$ cat src/rtl/ordered_lane_dispatcher.sv
// Steers metadata beats to NB_LANES lanes (LSB / XOR-fold / round-robin) and re-merges responses in acceptance order.
// Latency: 1 cycle from a consumed lane response to out_valid; 1 beat/cycle sustained on both sides.
// Backpressure: in_ready drops on a full order FIFO or a busy target lane; non-head lane responses are held. LANE_DISPATCH_STATS_EN adds counters.
module ordered_lane_dispatcher #(
    parameter int NB_LANES    = 4,
    parameter int DWIDTH      = 64,
    parameter int QID_WIDTH   = 16,
    parameter int QID_LSB     = 0,
    parameter int ORDER_DEPTH = 32,
    localparam int LANE_W     = (NB_LANES > 1) ? $clog2(NB_LANES) : 1,
    localparam int OCC_W      = $clog2(ORDER_DEPTH) + 1
) (
    input  logic                       clk,
    input  logic                       rst,
    input  logic [1:0]                 sel_mode,
    input  logic [DWIDTH-1:0]          in_data,
    input  logic [QID_WIDTH-1:0]       in_qid,
    input  logic                       in_valid,
    output logic                       in_ready,
    output logic [NB_LANES*DWIDTH-1:0] lane_req_data,
    output logic [NB_LANES-1:0]        lane_req_valid,
    input  logic [NB_LANES-1:0]        lane_req_ready,
    input  logic [NB_LANES*DWIDTH-1:0] lane_rsp_data,
    input  logic [NB_LANES-1:0]        lane_rsp_valid,
    output logic [NB_LANES-1:0]        lane_rsp_ready,
    output logic [DWIDTH-1:0]          out_data,
    output logic                       out_valid,
    input  logic                       out_ready,
`ifdef LANE_DISPATCH_STATS_EN
    output logic [NB_LANES*32-1:0]     lane_accept_cnt,
    output logic [OCC_W-1:0]           occup_watermark,
`endif
    output logic [OCC_W-1:0]           order_occup,
    output logic [31:0]                stall_cnt
);

    localparam int PTR_W  = $clog2(ORDER_DEPTH);
    localparam int NCHUNK = (QID_WIDTH + LANE_W - 1) / LANE_W;
    localparam int PADW   = NCHUNK * LANE_W;

    logic [LANE_W-1:0] rr_q, rr_d;
    logic [PTR_W-1:0]  wr_ptr_q, wr_ptr_d;
    logic [PTR_W-1:0]  rd_ptr_q, rd_ptr_d;
    logic [OCC_W-1:0]  occup_q, occup_d;
    logic [LANE_W-1:0] order_mem_q [ORDER_DEPTH];
    logic [DWIDTH-1:0] out_data_q, out_data_d;
    logic              out_valid_q, out_valid_d;
    logic [31:0]       stall_q, stall_d;

    logic [PADW-1:0]   qid_pad;
    logic [LANE_W-1:0] fold;
    logic [LANE_W-1:0] sel;
    logic [LANE_W-1:0] head;
    logic [DWIDTH-1:0] head_rsp_data;
    logic              full, empty, push, pop, load_en;

    // Lane select; mode 3 falls back to LSB selection.
    always_comb begin
        qid_pad = PADW'(in_qid);
        fold    = '0;
        for (int c = 0; c < NCHUNK; c++) begin
            fold = fold ^ qid_pad[c*LANE_W +: LANE_W];
        end
        case (sel_mode)
            2'd1:    sel = fold;
            2'd2:    sel = rr_q;
            default: sel = in_qid[QID_LSB +: LANE_W];
        endcase
        if (NB_LANES == 1) begin
            sel = '0;
        end
    end

    // Full is taken from the registered count only, so a same-cycle pop never frees a slot for a push.
    always_comb begin
        full           = (occup_q == OCC_W'(ORDER_DEPTH));
        empty          = (occup_q == '0);
        in_ready       = lane_req_ready[sel] & ~full;
        push           = in_valid & in_ready;
        lane_req_data  = {NB_LANES{in_data}};
        lane_req_valid = '0;
        for (int i = 0; i < NB_LANES; i++) begin
            lane_req_valid[i] = in_valid & ~full & (sel == LANE_W'(i));
        end
    end

    always_comb begin
        head           = order_mem_q[rd_ptr_q];
        load_en        = ~out_valid_q | out_ready;
        lane_rsp_ready = '0;
        head_rsp_data  = '0;
        for (int i = 0; i < NB_LANES; i++) begin
            lane_rsp_ready[i] = load_en & ~empty & (head == LANE_W'(i));
            if (head == LANE_W'(i)) begin
                head_rsp_data = lane_rsp_data[i*DWIDTH +: DWIDTH];
            end
        end
        pop = load_en & ~empty & lane_rsp_valid[head];
    end

    always_comb begin
        rr_d        = rr_q;
        wr_ptr_d    = wr_ptr_q;
        rd_ptr_d    = rd_ptr_q;
        occup_d     = occup_q;
        out_data_d  = out_data_q;
        out_valid_d = out_valid_q;
        stall_d     = stall_q;
        if (push && sel_mode == 2'd2 && NB_LANES > 1) begin
            rr_d = rr_q + 1'b1;
        end
        if (push) begin
            wr_ptr_d = wr_ptr_q + 1'b1;
        end
        if (pop) begin
            rd_ptr_d    = rd_ptr_q + 1'b1;
            out_data_d  = head_rsp_data;
            out_valid_d = 1'b1;
        end else if (out_ready) begin
            out_valid_d = 1'b0;
        end
        case ({push, pop})
            2'b10:   occup_d = occup_q + 1'b1;
            2'b01:   occup_d = occup_q - 1'b1;
            default: occup_d = occup_q;
        endcase
        if (in_valid && !in_ready && stall_q != 32'hFFFF_FFFF) begin
            stall_d = stall_q + 1'b1;
        end
    end

    always_ff @(posedge clk) begin
        if (rst) begin
            rr_q        <= '0;
            wr_ptr_q    <= '0;
            rd_ptr_q    <= '0;
            occup_q     <= '0;
            out_data_q  <= '0;
            out_valid_q <= 1'b0;
            stall_q     <= '0;
        end else begin
            rr_q        <= rr_d;
            wr_ptr_q    <= wr_ptr_d;
            rd_ptr_q    <= rd_ptr_d;
            occup_q     <= occup_d;
            out_data_q  <= out_data_d;
            out_valid_q <= out_valid_d;
            stall_q     <= stall_d;
        end
    end

    // Entries beyond the occupancy are never read, so the storage needs no reset.
    always_ff @(posedge clk) begin
        if (push) begin
            order_mem_q[wr_ptr_q] <= sel;
        end
    end

    assign out_data    = out_data_q;
    assign out_valid   = out_valid_q;
    assign order_occup = occup_q;
    assign stall_cnt   = stall_q;

`ifdef LANE_DISPATCH_STATS_EN
    logic [31:0]      acc_q [NB_LANES];
    logic [31:0]      acc_d [NB_LANES];
    logic [OCC_W-1:0] wmark_q, wmark_d;

    always_comb begin
        wmark_d = (occup_q > wmark_q) ? occup_q : wmark_q;
        for (int i = 0; i < NB_LANES; i++) begin
            acc_d[i] = acc_q[i];
            if (push && sel == LANE_W'(i) && acc_q[i] != 32'hFFFF_FFFF) begin
                acc_d[i] = acc_q[i] + 1'b1;
            end
            lane_accept_cnt[i*32 +: 32] = acc_q[i];
        end
    end

    always_ff @(posedge clk) begin
        if (rst) begin
            wmark_q <= '0;
            for (int i = 0; i < NB_LANES; i++) begin
                acc_q[i] <= '0;
            end
        end else begin
            wmark_q <= wmark_d;
            for (int i = 0; i < NB_LANES; i++) begin
                acc_q[i] <= acc_d[i];
            end
        end
    end

    assign occup_watermark = wmark_q;
`endif

endmodule
$ cat config.mk
export PLATFORM = sky130hd
export DESIGN_NAME = ordered_lane_dispatcher
export DESIGN_NICKNAME = d
export VERILOG_FILES = /design/src/rtl/ordered_lane_dispatcher.sv
export SDC_FILE = /design/constraint.sdc
export NUM_CORES = 1
export LEC_CHECK = 0
export CORE_AREA = 2 2 275 277
export CTS_CLUSTER_DIAMETER = 40
export DETAILED_ROUTE_END_ITERATION = 12
export DIE_AREA = 0 0 277 279
export MAX_ROUTING_LAYER = met4
export SYNTH_ARGS = -nofsm -noshare
export SYNTH_HDL_FRONTEND = slang
export SYNTH_SLANG_ARGS = --single-unit
$ cat constraint.sdc
create_clock -name clk -period 13.7 [get_ports clk]
set_input_delay 2.74 -clock clk [delete_from_list [all_inputs] [get_ports clk]]
set_output_delay 2.74 -clock clk [all_outputs]
set_load 0.005 [all_outputs]
run_1/clocks.png
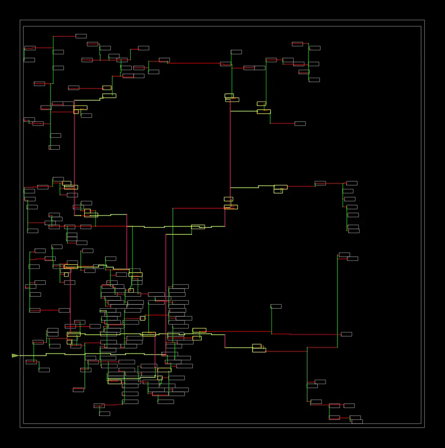
clk pwr: 0.000532 W
registers: 184
clk_skew: 0.0202 ns

run_1/metal_density.png
Bar = 100 um. The die is cut into 28 by 28 equal tiles; dark blue is low, red is high, scaled to the fullest tile. Values are wire area over tile area, all layers added.
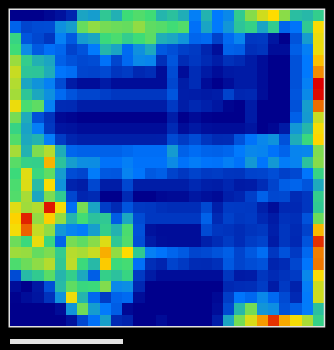
nearly empty tiles	11%
mean over tiles	0.12
tiles over half the peak	15%
detailed-route wire length: 54200 um
via count: 9442
GRT Util Overall: 14.1%
Routed wire per std cell: 23.0 um

==> reports/qor.csv, run 1 <==
metric;value;unit
final worst setup slack;4.68;ns
Inverters;21;
CP Launch Point;sel_mode[0];
outcome;complete, no violations;
Power Total;0.00259;W
fin area;15800;sq um
Mean Syn Cell Area;9.60;sq um
CTS tree;yes;
Worst-Margin Slew;1.11;ns
Initial Util;16.3;%
CP Class;input port to primary output;
DRC viols;0;
Longest Clk Path Bufs;2;
grt ovf;0;
first-pass GRT wire length;73800;um
MI comb cells;732;
dominant kind of cell;multi-input combinational cells;
TritonCTS buffer count;17;
Root Driver;clkbuf_16;
Arr. time, crit path;6.28;ns
Synth mux share;24.9;%
share of the synthesized area in the top cell type;23.3;%
area occupied by registers;4320;sq um
post-synth top area cell;mux2i_1;
clock-cell share of area;3.92;%
Seq share, synth;35.9;%
hold path startpoint;out_data[54];
buffering overhead;25.6;%
cells along the critical path;clkdlybuf4s50_1 > inv_1 > ha_1 > o21ai_0 > a21oi_1 > inv_1 > a211o_1 > nand2_1 > clkdlybuf4s50_1;
Commonest cells post-synth;mux2i_1 (280), buf_4 (260), nor2_1 (141);
asr flop ratio synth;0;%
cycle use final;65.8;%
fillcell total;8079;
total die area;77300;sq um
DR pass1 iterations;4;
final std cells w/o fill;2357;
fraction of layout cells with a size suffix above 1;3.85;%
FA/HA/MAJ Cells, Area Fraction;1.14;%
ys cells;1255;
Tapcells;969;
number of synthesized flops with an enable pin;64;
DP Area;15100;sq um
Post-synth top flop;dfxtp_1;
clk_lat worst skew;0.49;ns
Worst-path clk slew;0.08;ns
R2R depth;13;
Chip Area, Yosys;12100;sq um
pre-CTS WS;4.71;ns
number of port buffers;397;
initial antenna violation count;22;
most common cell in the synthesized netlist;mux2i_1;
Rel. slew slack;26.0;%
Sink Count;184;
ao+oa area frac;5.36;%
Worst Hold Class;register to register;
max_cap viols;0;
Via density;4.01;
I/O pins;718;
Worst Hold End;out_data[54];
syn_nets;1616;
WHS Path Cells;2;
# placed instances;2312;
CP max FO;36;
Final Hold Slack;0.499;ns
CTS resizes;0;
Post-CTS Setup Bufs;0;
Layout area overhead;31.0;%
fin util;21.3;%
ys flops;184;
Std-Cell Rows;100;
XORs/XNORs by Area;2.33;%
non-clock buffer count;406;
sequential cell area share;27.4;%
top cells by area;mux2i_1 (23%), dfxtp_1 (20%), buf_4 (16%), edfxtp_1 (16%), nor2_1 (4.4%);
Worst EP required;10.96;ns
DP Wirelength;43900;um
critical path's largest stage delay;0.59;ns
nets@finish;1723;
Final Setup Violations;0;
setup_tns;0;ns
gp weighted congestion;0.880;
Max Clk Rate;0.111;GHz
maximum vdd drop;0.0924;mV
htree depth;4;
run_1/io_placement.png
Bar = 100 um. Pins as bars across the die edge, other pins in gray.
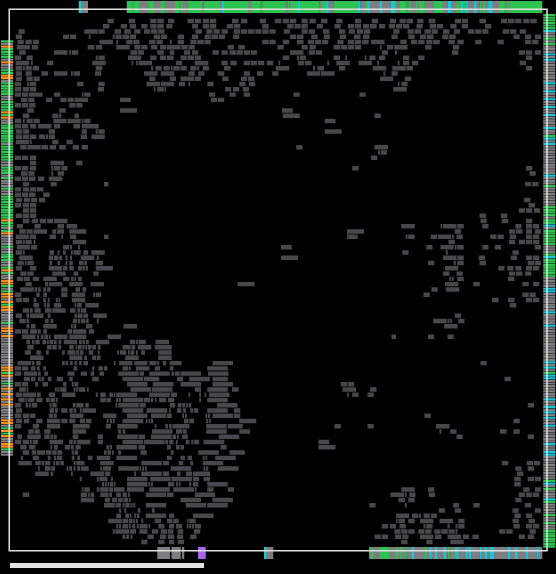
color	port	pins	direction	edge
orange	stall_cnt	32	output	west
cyan	in_data	64	input	32 east, 16 north, 16 south
green	lane_rsp_data	256	input	139 north, 62 west, 43 east, 12 south
purple	lane_req_valid	4	output	south
all pins by edge	238 north, 203 east, 158 west, 119 south
Die W: 277 um
Die Y: 279 um

## run 1: layer usage
| metal | share of wire [%] | vias to the layer above | track usage [%] |
|---|---|---|---|
| met5 | 0 | - | - |
| met4 | 2.8 | 0 | 5.25 |
| met3 | 14 | 126 | 8.63 |
| met2 | 44 | 536 | 20.9 |
| met1 | 39 | 4406 | 15.2 |
| li1 | - | 4374 | - |
## run 1: report_power, final
| part | switching, W | internal (W) |
|---|---|---|
| Combinational | 0.000669 | 0.000625 |
| Sequential | 0.0000842 | 0.000682 |
| Clock | 0.000282 | 0.000250 |
| Total | 0.00104 | 0.00156 |
## run 1: worst max-delay path by stage
stage	to	slack (ns)	cells after the start
after global placement	in_ready	4.89	9
after global routing	in_ready	4.49	9
after floorplan	in_ready	6.20	9
after CTS	in_ready	4.70	9
final	in_ready	4.68	9
after detailed placement	in_ready	4.71	9
## run 1: cell usage in the layout, fill, tap and decap left out, types with 13 or more instances in the layout
| master | Yosys | routed |
|---|---|---|
| clkbuf_16 | 0 | 17 |
| clkdlybuf4s50_1 | 0 | 396 |
| nand2_1 | 38 | 38 |
| inv_1 | 20 | 20 |
| dfxtp_1 | 120 | 120 |
| edfxtp_1 | 64 | 64 |
| nor2_1 | 141 | 141 |
| or4_1 | 15 | 15 |
| o31ai_1 | 13 | 13 |
| mux2i_1 | 280 | 280 |
| diode_2 | 0 | 13 |
| nand3_1 | 24 | 23 |
| a21oi_1 | 37 | 37 |
| xnor2_1 | 20 | 20 |
## run 1: critical path: cells and delay by family
family / cells / cell delay [ns]
AND/OR/NAND/NOR: 1 / 0.36
AND-OR/OR-AND: 3 / 1.02
buffers and inverters: 4 / 1.68
adder cells (fa/ha/maj): 1 / 0.46
--- run 2 (diff from run 1) ---
--- a/config.mk
+++ b/config.mk
@@ -5,10 +5,10 @@
 export SDC_FILE = /design/constraint.sdc
 export NUM_CORES = 1
 export LEC_CHECK = 0
-export CORE_AREA = 2 2 275 277
+export CORE_AREA = 2 2 277 279
 export CTS_CLUSTER_DIAMETER = 40
 export DETAILED_ROUTE_END_ITERATION = 12
-export DIE_AREA = 0 0 277 279
+export DIE_AREA = 0 0 279 281
 export MAX_ROUTING_LAYER = met4
 export SYNTH_ARGS = -nofsm -noshare
 export SYNTH_HDL_FRONTEND = slang
==> constraint.sdc (replaced) <==
create_clock -name clk -period 8.7 [get_ports clk]
set_input_delay 1.74 -clock clk [delete_from_list [all_inputs] [get_ports clk]]
set_output_delay 1.74 -clock clk [all_outputs]
set_load 0.005 [all_outputs]
run_2/flops_by_reg.png
Bar = 100 um. Other sequential cells in the stronger gray, the rest of the logic in the fainter gray.
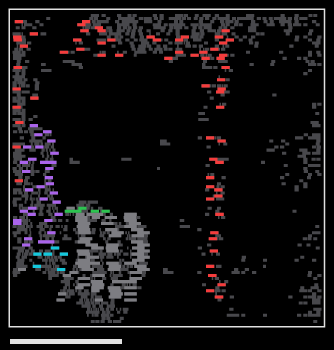
color	netlist name	sequential cells
red	out_data	64
purple	stall_cnt	32
green	rd_ptr_q	5
cyan	order_occup	6
seq pwr: 0.00122 W
sequential cell area share: 27.4%

run_2/clocks.png
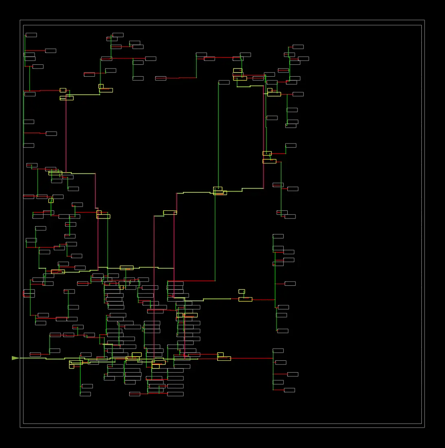
clk_skew: 0.0194 ns
clk pwr: 0.000820 W

==> run 2 against run 1 <==
Net effect:
- die area grew 1.4%
- count of clock-buffer cells in the layout grew 1
- register-to-register slack lost 4.9 ns
- clock skew shrank 0.00080 ns
- first-iteration DRC count grew 16%
- setup slack lost 2.9 ns
==> reports/qor.csv, run 2 <==
metric;value;unit;change
syn_nets;1616;;unchanged
max_cap viols;0;;unchanged
Die W;279;um;+0.72%
fillcell total;8169;;+1.1%
post-synth top area cell;mux2i_1;;
DP Wirelength;45300;um;+3.0%
htree depth;4;;unchanged
I/O pins;718;;unchanged
Rel. slew slack;28.2;%;+2.2 points
CTS resizes;0;;unchanged
cycle use final;80.0;%;
ys cells;1255;;unchanged
number of port buffers;397;;unchanged
first-pass GRT wire length;73600;um;-0.24%
hold path startpoint;out_data[39];;
Worst Hold Class;register to register;;
crit start category;input port;;
FA/HA/MAJ Cells, Area Fraction;1.14;%;unchanged
Post-synth top flop;dfxtp_1;;
grt ovf;0;;unchanged
cells along the critical path;clkdlybuf4s50_1 > inv_1 > ha_1 > o21ai_0 > a21oi_1 > inv_1 > a211o_1 > nand2_1 > clkdlybuf4s50_1;;
fin util;20.9;%;-0.39 points
critical path's largest stage delay;0.61;ns;+0.02 ns
sequential share of power;29.5;%;about the same
DP Area;15100;sq um;about the same
Chip Area, Yosys;12100;sq um;unchanged
Post-CTS Setup Bufs;0;;unchanged
Clock power frac;19.9;%;-0.6 points
Pint;0.00246;W;+58%
maximum vdd drop;0.159;mV;+72%
outcome;complete, no violations;;
initial antenna violation count;26;;+18%
CP max FO;36;;unchanged
Die Y;281;um;+0.72%
fraction of layout cells with a size suffix above 1;3.86;%;about the same
gp weighted congestion;0.857;;-2.7%
TritonCTS buffer count;17;;unchanged
Top Layout Cells;clkdlybuf4s50_1 (396), mux2i_1 (280), nor2_1 (141);;
combinational power;0.00208;W;+61%
Max Clk Rate;0.144;GHz;
GRT Util Overall;14.1;%;+0.023 points
Via density;3.99;;-0.46%
detailed-route wire length;55000;um;+1.6%
# placed instances;2320;;+0.35%
Layout area overhead;31.0;%;about the same
Worst-Margin Slew;1.07;ns;-0.0332 ns
number of synthesized flops with an enable pin;64;;unchanged
Root Driver;clkbuf_16;;
fin area;15800;sq um;about the same
Sink Count;184;;unchanged
net switching power;0.00166;W;+60%
top cells by area;mux2i_1 (23%), dfxtp_1 (20%), buf_4 (16%), edfxtp_1 (16%), nor2_1 (4.4%);;
nets@finish;1722;;-0.058%
Seq share, synth;35.9;%;unchanged
crit-path leading delay family;buffers and inverters;;
RSZ-0062 raised after global routing;no;;
XORs/XNORs by Area;2.33;%;unchanged
Combinational Power Share;50.6;%;+0.7 points
final worst setup slack;1.74;ns;-2.94 ns
Final Setup Violations;0;;unchanged
most common cell in the synthesized netlist;mux2i_1;;
ys flops;184;;unchanged
Worst EP required;6.96;ns;-4.00 ns
Longest Clk Path Bufs;2;;unchanged
pre-CTS WS;1.77;ns;-2.93 ns
Top cell excl fill/tap;clkdlybuf4s50_1;;
CTS tree;yes;;
Std-Cell Rows;101;;+1.0%
final std cells w/o fill;2369;;+0.51%
clk_lat worst skew;0.49;ns;about the same
WP buf/inv;4;;unchanged
Worst-path clk slew;0.07;ns;about the same
Routed wire per std cell;23.2;um;+1.1%
Initial Util;16.0;%;-0.30 points
Synth mux share;24.9;%;unchanged
asr flop ratio synth;0;%;unchanged
Sw Ratio;40.2;%;+0.25 points
## run 2: worst reg2reg max path, delay by kind of cell (launching register included)
family                 cells  cell delay [ns]
and+or+nand+nor            5             1.95
buffers and inverters      2             1.33
DFF                        1             0.63
AOI/OAI and AO/OA          2             0.39
muxes                      1             0.37
## run 2: per-stage QoR
| stage | hold slack (ns) | power [W] |
|---|---|---|
| after global routing | 0.542 | 0.00441 |
| after CTS | 0.511 | 0.00422 |
| after floorplan | 0.476 | 0.00241 |
| after global placement | 0.474 | 0.00334 |
| after detailed placement | 0.484 | 0.00336 |
| final | 0.502 | 0.00412 |
## run 2: per-layer routing
layer  up-vias  track usage, %  routed length (um)
li1       4390               -                   -
met1      4390            14.9               21000
met2       501            18.4               21600
met3       165            12.2               10500
met4         0            5.56                1830
met5         -               -                   0
## run 2: cell type report
| type | instances | area (sq um) | area share (%) |
|---|---|---|---|
| clock buffer | 18 | 439 | 2.78 |
| tap | 978 | 1220 | 7.75 |
| multi-input combinational | 732 | 5480 | 34.7 |
| clock inverter | 14 | 161 | 1.02 |
| sequential | 184 | 4330 | 27.4 |
| antenna | 17 | 42.5 | 0.270 |
| timing repair buffer | 405 | 4030 | 25.5 |
| inverter | 21 | 78.8 | 0.499 |
## run 2: logic make-up after synthesis
group | Yosys count
buf+inv | 339
simple gates | 295
mux | 293
flops | 184
compound gates | 101
xor+xnor | 32
fa+ha+maj | 11
## run 2: worst paths after layout
path | to | cells after the start
worst max-delay path | in_ready | 9
worst max register to register | register | 10
worst min register to register | out_data[39] | 2
worst min-delay path | out_data[39] | 2
No activity file was given, so power comes from the tool's default toggle rates.
